Fig. 1: run 1, logic cells by family
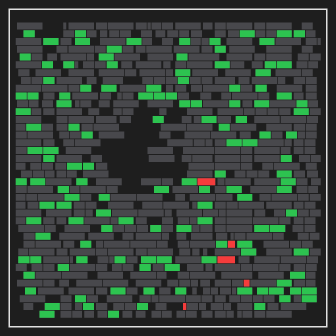
Fig. 2: run 1, ports around the boundary
Pins as bars across the die edge, other pins in grey.
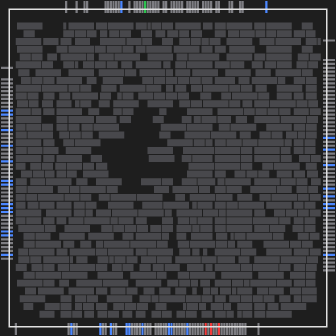
Fig. 3: run 1, supply network
Pins as bars on the die edge.
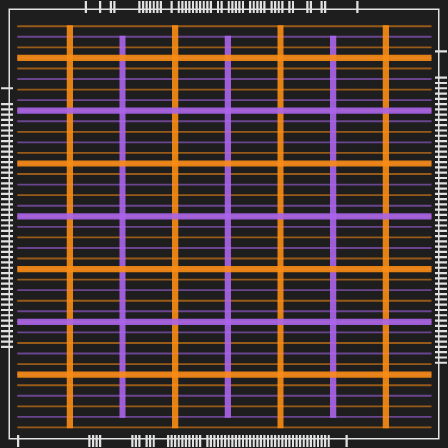
$ cat config.mk
export PLATFORM = sky130hd
export DESIGN_NAME = ahb_slave_interface_flat
export DESIGN_NICKNAME = d
export VERILOG_FILES = /design/src/rtl/ahb_bridge_pkg.sv /design/src/rtl/ahb_slave_interface_if.sv /design/src/rtl/ahb_addr_decode.sv /design/src/rtl/ahb_slave_interface.sv /design/src/flat_wrapper.sv
export SDC_FILE = /design/constraint.sdc
export NUM_CORES = 1
export LEC_CHECK = 0
export CAP_MARGIN = 5
export CORE_MARGIN = 1.5
export CORE_UTILIZATION = 43
export DETAILED_ROUTE_END_ITERATION = 8
export MAX_ROUTING_LAYER = met4
export PLACE_DENSITY = 0.8
export SYNTH_ARGS = -nofsm -noshare
export SYNTH_HDL_FRONTEND = slang
export SYNTH_SLANG_ARGS = --single-unit
$ cat constraint.sdc
create_clock -name Hclk -period 0.87 [get_ports Hclk]
set_input_delay 0.087 -clock Hclk [delete_from_list [all_inputs] [get_ports Hclk]]
set_output_delay 0.087 -clock Hclk [all_outputs]
set_load 0.02 [all_outputs]
$ cat src/rtl/ahb_bridge_pkg.sv
// ---------------------------------------------------------------------------
// ahb_bridge_pkg
// Shared definitions for the AHB side of the AHB-to-APB bridge:
//   - AHB HTRANS and HRESP encodings
//   - error-response FSM state encoding
//   - default APB slave base addresses and the 64 MB slave window size
//   - helper function that classifies a transfer as active (NONSEQ/SEQ)
// ---------------------------------------------------------------------------
package ahb_bridge_pkg;

    typedef enum logic [1:0] {
        HTRANS_IDLE   = 2'b00,
        HTRANS_BUSY   = 2'b01,
        HTRANS_NONSEQ = 2'b10,
        HTRANS_SEQ    = 2'b11
    } htrans_e;

    typedef enum logic [1:0] {
        HRESP_OKAY  = 2'b00,
        HRESP_ERROR = 2'b01
    } hresp_e;

    typedef enum logic [1:0] {
        ERR_OKAY = 2'b00,
        ERR_ERR1 = 2'b01,
        ERR_ERR2 = 2'b10
    } err_state_e;

    localparam logic [31:0] SLV0_BASE_DEF = 32'h8000_0000;
    localparam logic [31:0] SLV1_BASE_DEF = 32'h8400_0000;
    localparam logic [31:0] SLV2_BASE_DEF = 32'h8800_0000;
    localparam logic [31:0] SLV_WINDOW    = 32'h0400_0000;

    // NONSEQ and SEQ both have bit 1 set; IDLE and BUSY do not.
    function automatic logic is_active(input logic [1:0] htrans);
        return htrans[1];
    endfunction

endpackage

$ cat src/rtl/ahb_slave_interface_if.sv
// ---------------------------------------------------------------------------
// ahb_slave_interface_if
// Bundles the AHB-side request signals and the registered copies handed to
// the APB controller.
//   master modport : drives Haddr, Hwdata, Hwrite, Htrans, Hreadyin;
//                    observes valid, tempselx, pipeline copies, Hresp,
//                    Hready_err
//   slave modport  : the mirror image, used by ahb_slave_interface
// ---------------------------------------------------------------------------
interface ahb_slave_interface_if;

    logic [31:0] Haddr;
    logic [31:0] Hwdata;
    logic        Hwrite;
    logic [1:0]  Htrans;
    logic        Hreadyin;

    logic        valid;
    logic [2:0]  tempselx;
    logic [31:0] Haddr1;
    logic [31:0] Haddr2;
    logic [31:0] Hwdata1;
    logic [31:0] Hwdata2;
    logic        Hwritereg;
    logic [1:0]  Hresp;
    logic        Hready_err;

    modport master (
        output Haddr, Hwdata, Hwrite, Htrans, Hreadyin,
        input  valid, tempselx, Haddr1, Haddr2, Hwdata1, Hwdata2,
               Hwritereg, Hresp, Hready_err
    );

    modport slave (
        input  Haddr, Hwdata, Hwrite, Htrans, Hreadyin,
        output valid, tempselx, Haddr1, Haddr2, Hwdata1, Hwdata2,
               Hwritereg, Hresp, Hready_err
    );

endinterface

$ cat src/rtl/ahb_addr_decode.sv
// ---------------------------------------------------------------------------
// ahb_addr_decode
// Combinational address decoder for the three APB slave windows.
//   haddr    in   32  AHB address
//   in_map   out  1   address lies in [SLV0_BASE, SLV2_BASE + window)
//   tempselx out  3   one-hot slave select, 3'b000 when out of map
// ---------------------------------------------------------------------------
module ahb_addr_decode
    import ahb_bridge_pkg::*;
#(
    parameter logic [31:0] SLV0_BASE = SLV0_BASE_DEF,
    parameter logic [31:0] SLV1_BASE = SLV1_BASE_DEF,
    parameter logic [31:0] SLV2_BASE = SLV2_BASE_DEF
) (
    input  logic [31:0] haddr,
    output logic        in_map,
    output logic [2:0]  tempselx
);

    localparam logic [95:0] SLV_BASES = {SLV2_BASE, SLV1_BASE, SLV0_BASE};

    // Upper bound computed in 33 bits so a top window near 4 GB cannot wrap.
    localparam logic [32:0] MAP_END = {1'b0, SLV2_BASE} + {1'b0, SLV_WINDOW};

    assign in_map = (haddr >= SLV0_BASE) && ({1'b0, haddr} < MAP_END);

    genvar gi;
    generate
        for (gi = 0; gi < 3; gi++) begin : g_slot
            localparam logic [31:0] BASE = SLV_BASES[gi*32 +: 32];
            // Gate with in_map so an address outside the map never selects.
            assign tempselx[gi] = in_map && (haddr >= BASE)
                                  && ((haddr - BASE) < SLV_WINDOW);
        end
    endgenerate

endmodule

$ cat src/rtl/ahb_slave_interface.sv
// ---------------------------------------------------------------------------
// ahb_slave_interface
// AHB front end of the AHB-to-APB bridge. Qualifies each address phase,
// decodes the target APB slave and pipelines address, write data and
// direction by two accepted phases for the APB controller.
//
// Ports:
//   Hclk     in  bridge clock
//   Hresetn  in  asynchronous active-low reset
//   bus      ahb_slave_interface_if.slave
//            in : Haddr, Hwdata, Hwrite, Htrans, Hreadyin
//            out: valid, tempselx, Haddr1/2, Hwdata1/2, Hwritereg,
//                 Hresp, Hready_err
//
// Optional feature: define AHB_SLAVE_ERRRESP_EN to build the two-cycle AHB
// ERROR response for out-of-map transfers. Without it out-of-map transfers
// are dropped silently and the response is always OKAY.
// ---------------------------------------------------------------------------
module ahb_slave_interface
    import ahb_bridge_pkg::*;
#(
    parameter logic [31:0] SLV0_BASE = SLV0_BASE_DEF,
    parameter logic [31:0] SLV1_BASE = SLV1_BASE_DEF,
    parameter logic [31:0] SLV2_BASE = SLV2_BASE_DEF
) (
    input  logic                  Hclk,
    input  logic                  Hresetn,
    ahb_slave_interface_if.slave  bus
);

    logic        in_map;
    logic [2:0]  tempselx;
    logic        active;

    logic [31:0] haddr1_reg;
    logic [31:0] haddr2_reg;
    logic [31:0] hwdata1_reg;
    logic [31:0] hwdata2_reg;
    logic        hwrite_reg;

    ahb_addr_decode #(
        .SLV0_BASE (SLV0_BASE),
        .SLV1_BASE (SLV1_BASE),
        .SLV2_BASE (SLV2_BASE)
    ) u_decode (
        .haddr    (bus.Haddr),
        .in_map   (in_map),
        .tempselx (tempselx)
    );

    assign active = is_active(bus.Htrans);

    // Pipeline advances on every ready edge regardless of Htrans, so the
    // controller always sees the last two bus phases; wait states freeze it.
    always_ff @(posedge Hclk or negedge Hresetn) begin
        if (!Hresetn) begin
            haddr1_reg  <= '0;
            haddr2_reg  <= '0;
            hwdata1_reg <= '0;
            hwdata2_reg <= '0;
            hwrite_reg  <= 1'b0;
        end else if (bus.Hreadyin) begin
            haddr1_reg  <= bus.Haddr;
            haddr2_reg  <= haddr1_reg;
            hwdata1_reg <= bus.Hwdata;
            hwdata2_reg <= hwdata1_reg;
            hwrite_reg  <= bus.Hwrite;
        end
    end

`ifdef AHB_SLAVE_ERRRESP_EN
    err_state_e  state_reg;
    logic [1:0]  hresp_reg;
    logic        hready_err_reg;

    // Outputs are loaded together with the state so Hresp/Hready_err are
    // glitch-free registers reflecting the state being entered.
    always_ff @(posedge Hclk or negedge Hresetn) begin
        if (!Hresetn) begin
            state_reg      <= ERR_OKAY;
            hresp_reg      <= HRESP_OKAY;
            hready_err_reg <= 1'b1;
        end else begin
            case (state_reg)
                ERR_OKAY: begin
                    if (bus.Hreadyin && active && !in_map) begin
                        state_reg      <= ERR_ERR1;
                        hresp_reg      <= HRESP_ERROR;
                        hready_err_reg <= 1'b0;
                    end
                end
                // ERR1 and ERR2 advance unconditionally: Hready_err is what
                // stretches the bus, so Hreadyin must not stall the FSM.
                ERR_ERR1: begin
                    state_reg      <= ERR_ERR2;
                    hresp_reg      <= HRESP_ERROR;
                    hready_err_reg <= 1'b1;
                end
                ERR_ERR2: begin
                    state_reg      <= ERR_OKAY;
                    hresp_reg      <= HRESP_OKAY;
                    hready_err_reg <= 1'b1;
                end
                default: begin
                    state_reg      <= ERR_OKAY;
                    hresp_reg      <= HRESP_OKAY;
                    hready_err_reg <= 1'b1;
                end
            endcase
        end
    end

    // No transfer may be accepted while the first ERROR cycle is on the bus.
    assign bus.valid      = bus.Hreadyin && active && in_map
                            && (state_reg != ERR_ERR1);
    assign bus.Hresp      = hresp_reg;
    assign bus.Hready_err = hready_err_reg;
`else
    assign bus.valid      = bus.Hreadyin && active && in_map;
    assign bus.Hresp      = HRESP_OKAY;
    assign bus.Hready_err = 1'b1;
`endif

    assign bus.tempselx  = tempselx;
    assign bus.Haddr1    = haddr1_reg;
    assign bus.Haddr2    = haddr2_reg;
    assign bus.Hwdata1   = hwdata1_reg;
    assign bus.Hwdata2   = hwdata2_reg;
    assign bus.Hwritereg = hwrite_reg;

endmodule

$ cat src/flat_wrapper.sv
// flat-port wrapper written by rule: the top's interface ports become plain ports
module ahb_slave_interface_flat import ahb_bridge_pkg::*;
#(
    parameter logic [31:0] SLV0_BASE = SLV0_BASE_DEF,
    parameter logic [31:0] SLV1_BASE = SLV1_BASE_DEF,
    parameter logic [31:0] SLV2_BASE = SLV2_BASE_DEF
)
  (Hclk, Hresetn, bus_Haddr, bus_Hwdata, bus_Hwrite, bus_Htrans, bus_Hreadyin, bus_valid, bus_tempselx, bus_Haddr1, bus_Haddr2, bus_Hwdata1, bus_Hwdata2, bus_Hwritereg, bus_Hresp, bus_Hready_err);
  ahb_slave_interface_if bus_i ();
  input  logic Hclk;
  input  logic Hresetn;
  input wire logic [$bits(bus_i.Haddr)-1:0] bus_Haddr;
  input wire logic [$bits(bus_i.Hwdata)-1:0] bus_Hwdata;
  input wire logic [$bits(bus_i.Hwrite)-1:0] bus_Hwrite;
  input wire logic [$bits(bus_i.Htrans)-1:0] bus_Htrans;
  input wire logic [$bits(bus_i.Hreadyin)-1:0] bus_Hreadyin;
  output wire logic [$bits(bus_i.valid)-1:0] bus_valid;
  output wire logic [$bits(bus_i.tempselx)-1:0] bus_tempselx;
  output wire logic [$bits(bus_i.Haddr1)-1:0] bus_Haddr1;
  output wire logic [$bits(bus_i.Haddr2)-1:0] bus_Haddr2;
  output wire logic [$bits(bus_i.Hwdata1)-1:0] bus_Hwdata1;
  output wire logic [$bits(bus_i.Hwdata2)-1:0] bus_Hwdata2;
  output wire logic [$bits(bus_i.Hwritereg)-1:0] bus_Hwritereg;
  output wire logic [$bits(bus_i.Hresp)-1:0] bus_Hresp;
  output wire logic [$bits(bus_i.Hready_err)-1:0] bus_Hready_err;
  assign bus_i.Haddr = bus_Haddr;
  assign bus_i.Hwdata = bus_Hwdata;
  assign bus_i.Hwrite = bus_Hwrite;
  assign bus_i.Htrans = bus_Htrans;
  assign bus_i.Hreadyin = bus_Hreadyin;
  assign bus_valid = bus_i.valid;
  assign bus_tempselx = bus_i.tempselx;
  assign bus_Haddr1 = bus_i.Haddr1;
  assign bus_Haddr2 = bus_i.Haddr2;
  assign bus_Hwdata1 = bus_i.Hwdata1;
  assign bus_Hwdata2 = bus_i.Hwdata2;
  assign bus_Hwritereg = bus_i.Hwritereg;
  assign bus_Hresp = bus_i.Hresp;
  assign bus_Hready_err = bus_i.Hready_err;
  ahb_slave_interface #(.SLV0_BASE(SLV0_BASE), .SLV1_BASE(SLV1_BASE), .SLV2_BASE(SLV2_BASE)) u_core (.Hclk(Hclk), .Hresetn(Hresetn), .bus(bus_i));
endmodule
==> reports/qor_table.md, run 1 <==
| Result | Value |
|---|---|
| Worst EP arrival | 980 ps |
| Min setup slack post-route | -195.9 ps |
| Count of fill cells added during filler insertion | 525 |
| Sequential cell count | 129 |
| Top delay family on crit path | flip-flops |
| Minimum clock period after layout | 1066 ps |
| Seq. pwr | 7.41 mW |
| Crit end category | output port |
| Top cells by area | dfrtp_1 65%, mux2_2 29%, buf_6 2.3% |
| CP Data Required Time | 780 ps |
| Most common logic cells in the final layout | 201 x buf_6, 129 x dfrtp_1, 65 x mux2_2 |
| Power share of the sequential group | 0.368 |
| Final-layout clock-cell area share | 0.06483 |
| FFs w/ async S/R, synth | 1.000 |
| Total Routed Length | 14,690 um |
| Hold WC Path Type | in -> async |
| Global-route congestion overflow total | 0 |
| Routed wire length on met3 | 947 um |
| Unrepaired setup endpoints after global routing | yes |
| Area growth from synthesis to layout | 86.47% |
| Vias per inst | 4.870 |
| Cell group occupying the most layout area | buffers |
| Combinational group share of total power | 0.276 |
| Cell type of the slowest stage on the worst timing path | dfrtp_1 |
| Sum of met2 wire segment lengths after detailed routing | 7971 um |
| Combinational Gates | 146 |
| GRT Resource Usage Total | 0.2454 |
| Power density of the placed cells | 2185 nW/um2 |
| Gate count after technology mapping | 293 |
| Max Transition Viols Final | 0 |
| Critical path class | reg -> out |
| DRC viols | 0 |
| Initial DRC Count | 131 |
| Insertion delay of the later-clocked pin in the worst-skew pair | 410 ps |
| CP cell instances | buf_6 |
| Placed wire-length estimate | 8650 um |
| Clock-net power | 7.17 mW |
| Proportion of total power due to net switching | 0.2682 |
| Tap Count | 140 |
| Number of endpoints failing setup at the final stage | 245 |
| Critical path depth | 1 |
| Routability-driven placement congestion ratio | 0.8921 |
| Count of inserted antenna diode cells | 0 |
| Kind of start point of the critical path | flop |
| Status | finished, violations left |
| Top layer reached by signal wires | met4 |
| Storage element area | 3228 um2 |
| Power of the combinational group | 5.56 mW |
| Met2 routing resource usage after global routing | 0.4330 |
| Number of cell instances after yosys synthesis | 293 |
| Placed instance area | 7540 um2 |
| Summed area of non-filler cells in the final layout | 9225 um2 |
| Tool warnings | 31 |
| Fraction of layout cells with a size suffix above 1 | 0.6737 |
| Aggregate negative setup slack | -23,970 ps |
| Peak clock frequency supported by timing | 938.2 MHz |
| Top-level port count | 206 |
| Clock transition at the registers of the reported paths | 60 ps |
| Switching power of the nets | 5.405 mW |
| Prevailing post-synth register cell | dfrtp_1 |
| Number of enable-type register cells in the synthesized netlist | 0 |
| Failing checks | setup timing |
| Remaining antenna violation count | 0 |
| Synth warnings | 0 |
| Inverter count of the layout excluding clock inverters | 2 |
| Post-synth area from yosys stat | 4947 um2 |
| Post-detailed-route wirelength per cell | 19.43 um |
| Most frequent cells after synthesis | 129 x dfrtp_1, 129 x mux2_2, 10 x buf_6 |
| Tally of max-capacitance violations | 0 |
| Vias in the first global route | 4,071 |
| Final worst-path cycle share | 1.225 |
| Inserted Clock Buffers | 17 |
| # clock sinks | 129 |
| Root buffer cell | clkbuf_16 |
| Average cell area after synthesis | 16.88 um2 |
| Floorplan-stage core utilization | 0.4485 |
| Critical path peak fanout | 2 |
| Number of non-clock buffers | 307 |
| Maximum number of pins on one net before global-route repair | 49 |
| Worst reg-to-reg path cell count | 2 |
| Maximum clock path buffer count | 2 |
## Picture notes: Fig. 1
legend:
  red:
    family: nand cells
    cells: 5
  green:
    family: mux cells
    cells: 129
    where: spread over the die
most frequently placed logic cell in the final layout: buf_6
multi-input gate share of total cell area: 0.2063

## Picture notes: Fig. 2
legend:
  green:
    port: bus_Hready_err
    pins: 1
    direction: output
    edge: north
  blue:
    port: bus_Hwdata
    pins: 32
    direction: input
    edge: 13 west, 9 south, 8 east, 2 north
  red:
    port: bus_tempselx
    pins: 3
    direction: output
    edge: south
all pins by edge: 57 south, 56 east, 48 west, 45 north
count of buffers inserted at the top-level ports: 201
Die Y-Extent: 110.3 um

## Picture notes: Fig. 3
legend:
  purple:
    net: VDD
  orange:
    net: VSS
rows: 38
met4 straps: 7
Die Wd: 110.3 um
core outline area: 11,030 um2
VDD IR-drop max: 1.361 mV

## run 1: cells by family (layout without fill, tap and decap cells)
family / count (synthesis) / after routing / synth area share
buf+inv: 19 / 341 / 0.03338
mux: 129 / 129 / 0.2936
fa+ha+maj: 2 / 2 / 0.005057
compound gates: 1 / 1 / 0.001518
simple gates: 10 / 10 / 0.01062
other cells: 2 / 3 / 0.001518
flops: 129 / 129 / 0.6525
xor+xnor: 1 / 1 / 0.001771
## run 1: through the flow
step                      setup slack (ps)    util  instances  hold slack, ps
after floorplan                     -63.00       -        294          -208.6
after global placement               -1125  0.6835        676          -62.86
after detailed placement             -1176  0.6835        676          -59.81
after CTS                           -231.7  0.7988        741           45.68
after global routing                -241.4  0.8363        756           64.32
final                               -195.9  0.8363        756           63.26
## run 1: worst paths after layout
path                                           to                    from  slack [ps]
setup / recovery                  bus_Hwdata1[15]  u_core.bus.Hwdata1[15]        -200
hold / removal              u_core.bus.Hwdata2[0]                 Hresetn          60
setup reg to reg           u_core.bus.Hwdata1[15]  u_core.bus.Hwdata1[15]         -90
hold reg to reg            u_core.bus.Hwdata2[27]  u_core.bus.Hwdata2[27]         530
max in group asynchronous   u_core.bus.Haddr1[22]                 Hresetn         310
min in group Hclk           u_core.bus.Haddr1[27]           bus_Haddr[27]         100
## run 1: flip-flops by register name, indices dropped and copies added (netlist names)
| register | flops |
|---|---|
| u_core.bus.Haddr2 | 32 |
| u_core.bus.Haddr1 | 32 |
| u_core.bus.Hwdata1 | 32 |
| u_core.bus.Hwdata2 | 32 |
| u_core.bus.Hwritereg | 1 |
## run 1: timing repair
| item | CTS | global route |
|---|---|---|
| buffers inserted | 39 | 34 |
| resized | 892 | 99 |
| setup endpoints to repair | 192 | 241 |
| pin swaps | 9 | 4 |
| endpoints found under the hold margin | 132 | 0 |
| hold buffers | 4 | 0 |
==> run 2: changes to the inputs <==
Settings changed: CTS_CLUSTER_DIAMETER set to 30, SLEW_MARGIN set to 20.
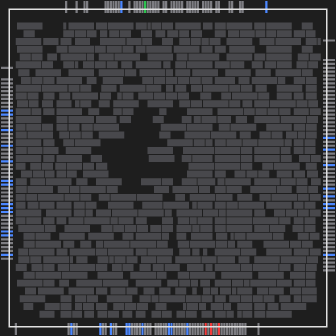
Fig. 4. Ports around the boundary (run 2).
Pins as bars across the die edge, other pins in grey.
legend:
  green:
    port: bus_Hready_err
    pins: 1
    direction: output
    edge: north
  blue:
    port: bus_Hwdata
    pins: 32
    direction: input
    edge: 13 west, 9 south, 8 east, 2 north
  red:
    port: bus_tempselx
    pins: 3
    direction: output
    edge: south

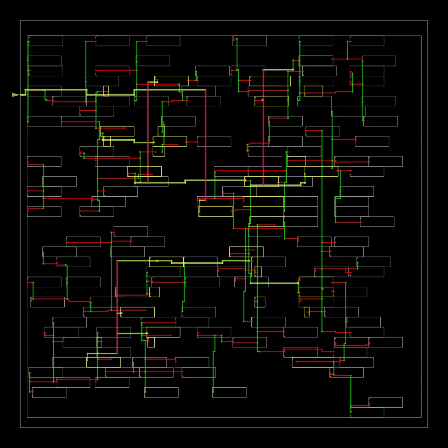
Fig. 5. Clock nets (run 2).
Inserted Clock Buffers: 17
sequential cell count: 129
insertion delay of the later-clocked pin in the worst-skew pair: 410 ps

==> reports/qor_table.md, run 2 <==
| Result | Value |
|---|---|
| Summed area of non-filler cells in the final layout | 9225 um2 |
| Number of enable-type register cells in the synthesized netlist | 0 |
| Maximum number of pins on one net before global-route repair | 49 |
| Placed cell count | 676 |
| Critical path class | reg -> out |
| Power share of the sequential group | 0.368 |
| Placed instance area | 7540 um2 |
| Tool warnings | 31 |
| Root buffer cell | clkbuf_16 |
| VDD IR-drop max | 1.361 mV |
| # clock sinks | 129 |
| Switching power of the nets | 5.405 mW |
| Top-level port count | 206 |
| Max Transition Viols Final | 0 |
| Total Routed Length | 14,690 um |
| Die Y-Extent | 110.3 um |
| Min setup slack post-route | -195.9 ps |
| Most frequently placed logic cell in the final layout | buf_6 |
| Synth unique cells | 17 |
| Status | finished, violations left |
| Top delay family on crit path | flip-flops |
| Failing checks | setup timing |
| Prevailing post-synth register cell | dfrtp_1 |
| Total die area | 12,160 um2 |
| Fraction of layout cells with a size suffix above 1 | 0.6737 |
| Mux cell area share after synthesis | 0.2936 |
| CP cell instances | buf_6 |
| Seq. pwr | 7.41 mW |
| Post-CTS Setup Bufs | 39 |
| Cell type of the slowest stage on the worst timing path | dfrtp_1 |
| Synth warnings | 0 |
| Critical path peak fanout | 2 |
| Post-synth area from yosys stat | 4947 um2 |
| Maximum clock path buffer count | 2 |
| Count of fill cells added during filler insertion | 525 |
| Die Wd | 110.3 um |
| CP Data Required Time | 780 ps |
| GRT Resource Usage Total | 0.2454 |
| Number of hold violations in the final report | 0 |
| Count of non-filler cells in the finished layout | 756 |
| Power of the combinational group | 5.56 mW |
| Unrepaired setup endpoints after global routing | yes |
| Floorplan-stage core utilization | 0.4485 |
| Remaining antenna violation count | 0 |
| Simple Share, Synth | 0.01062 |
| Proportion of total power due to net switching | 0.2682 |
| Power group with the highest consumption | sequential cells |
| Peak clock frequency supported by timing | 938.2 MHz |
| Area growth from synthesis to layout | 86.47% |
| Most frequent cells after synthesis | 129 x dfrtp_1, 129 x mux2_2, 10 x buf_6 |
| Crit end category | output port |
| Minimum clock period after layout | 1066 ps |
| Kind of start point of the critical path | flop |
| Routability-driven placement congestion ratio | 0.8921 |
| Total of cells resized after clock tree synthesis | 892 |
| Most common logic cells in the final layout | 201 x buf_6, 129 x dfrtp_1, 65 x mux2_2 |
| Storage element area | 3228 um2 |
| Global-route congestion overflow total | 0 |
| Average cell area after synthesis | 16.88 um2 |
| Vias per inst | 4.870 |
| Clock transition at the registers of the reported paths | 60 ps |
| Count of buffers inserted at the top-level ports | 201 |
| FFs w/ async S/R, synth | 1.000 |
| Initial DRC Count | 131 |
| Combinational group share of total power | 0.276 |
| Prevailing logic family in the synthesized netlist | multiplexers |
| Final worst-path cycle share | 1.225 |
| Core outline area | 11,030 um2 |
| Number of endpoints failing setup at the final stage | 245 |
| DRC viols | 0 |
| Worst path bufs/invs | 1 |
| Hold WC Path Type | in -> async |
| Power density of the placed cells | 2185 nW/um2 |
| Clock-net power | 7.17 mW |
| Post-detailed-route wirelength per cell | 19.43 um |
| Vias in the first global route | 4,071 |
==> run 2: cell counts after synthesis <==
No cell type changed its count.
==> run 2: final timing paths <==
kind                                             start                     end  slack, ps  cells past startpoint
worst max-delay path            u_core.bus.Hwdata1[15]         bus_Hwdata1[15]       -200                      1
worst min register to register  u_core.bus.Hwdata2[27]  u_core.bus.Hwdata2[27]        530                      1
worst min-delay path                           Hresetn   u_core.bus.Hwdata2[0]         60                      2
worst max register to register  u_core.bus.Hwdata1[15]  u_core.bus.Hwdata1[15]        -90                      2
max in group asynchronous                      Hresetn   u_core.bus.Haddr1[22]        310                      3
min in group Hclk                        bus_Haddr[27]   u_core.bus.Haddr1[27]        100                      3
==> run 2: area by class of cell <==
type                    count  share of cell area
clock buffers              22             0.05032
repair buffers            307              0.3575
flip-flops and latches    129              0.3499
inverters                   2            0.002441
well taps                 140             0.01899
clock inverters            10             0.01451
multi-input cells         146              0.2063
==> run 2: through the flow <==
stage	util	setup WS (ps)	power, mW	TNS (ps)	hold WS, ps
final	0.8363	-195.9	20.15	-23970	63.26
after detailed placement	0.6835	-1176	11.73	-48960	-59.81
after floorplan	-	-63.00	9.138	-136.0	-208.6
after global placement	0.6835	-1125	11.58	-46090	-62.86
after CTS	0.7988	-231.7	19.70	-24800	45.68
after global routing	0.8363	-241.4	20.97	-30590	64.32
==> run 2: per-layer routing <==
| metal | GRT usage | share of wire | up-vias |
|---|---|---|---|
| met1 | 0.2553 | 0.36 | 1843 |
| met5 | - | 0 | - |
| li1 | - | - | 1647 |
| met2 | 0.4330 | 0.54 | 151 |
| met3 | 0.06702 | 0.064 | 41 |
| met4 | 0.1108 | 0.034 | 0 |
==> run 2: worst reg2reg max path: cells and delay by family (launching register included) <==
kind / cells / cell delay, ps
buf+inv: 1 / 140
flops: 1 / 420
mux: 1 / 280
Power figures rest on the tool's default switching activity, not on a simulated workload.
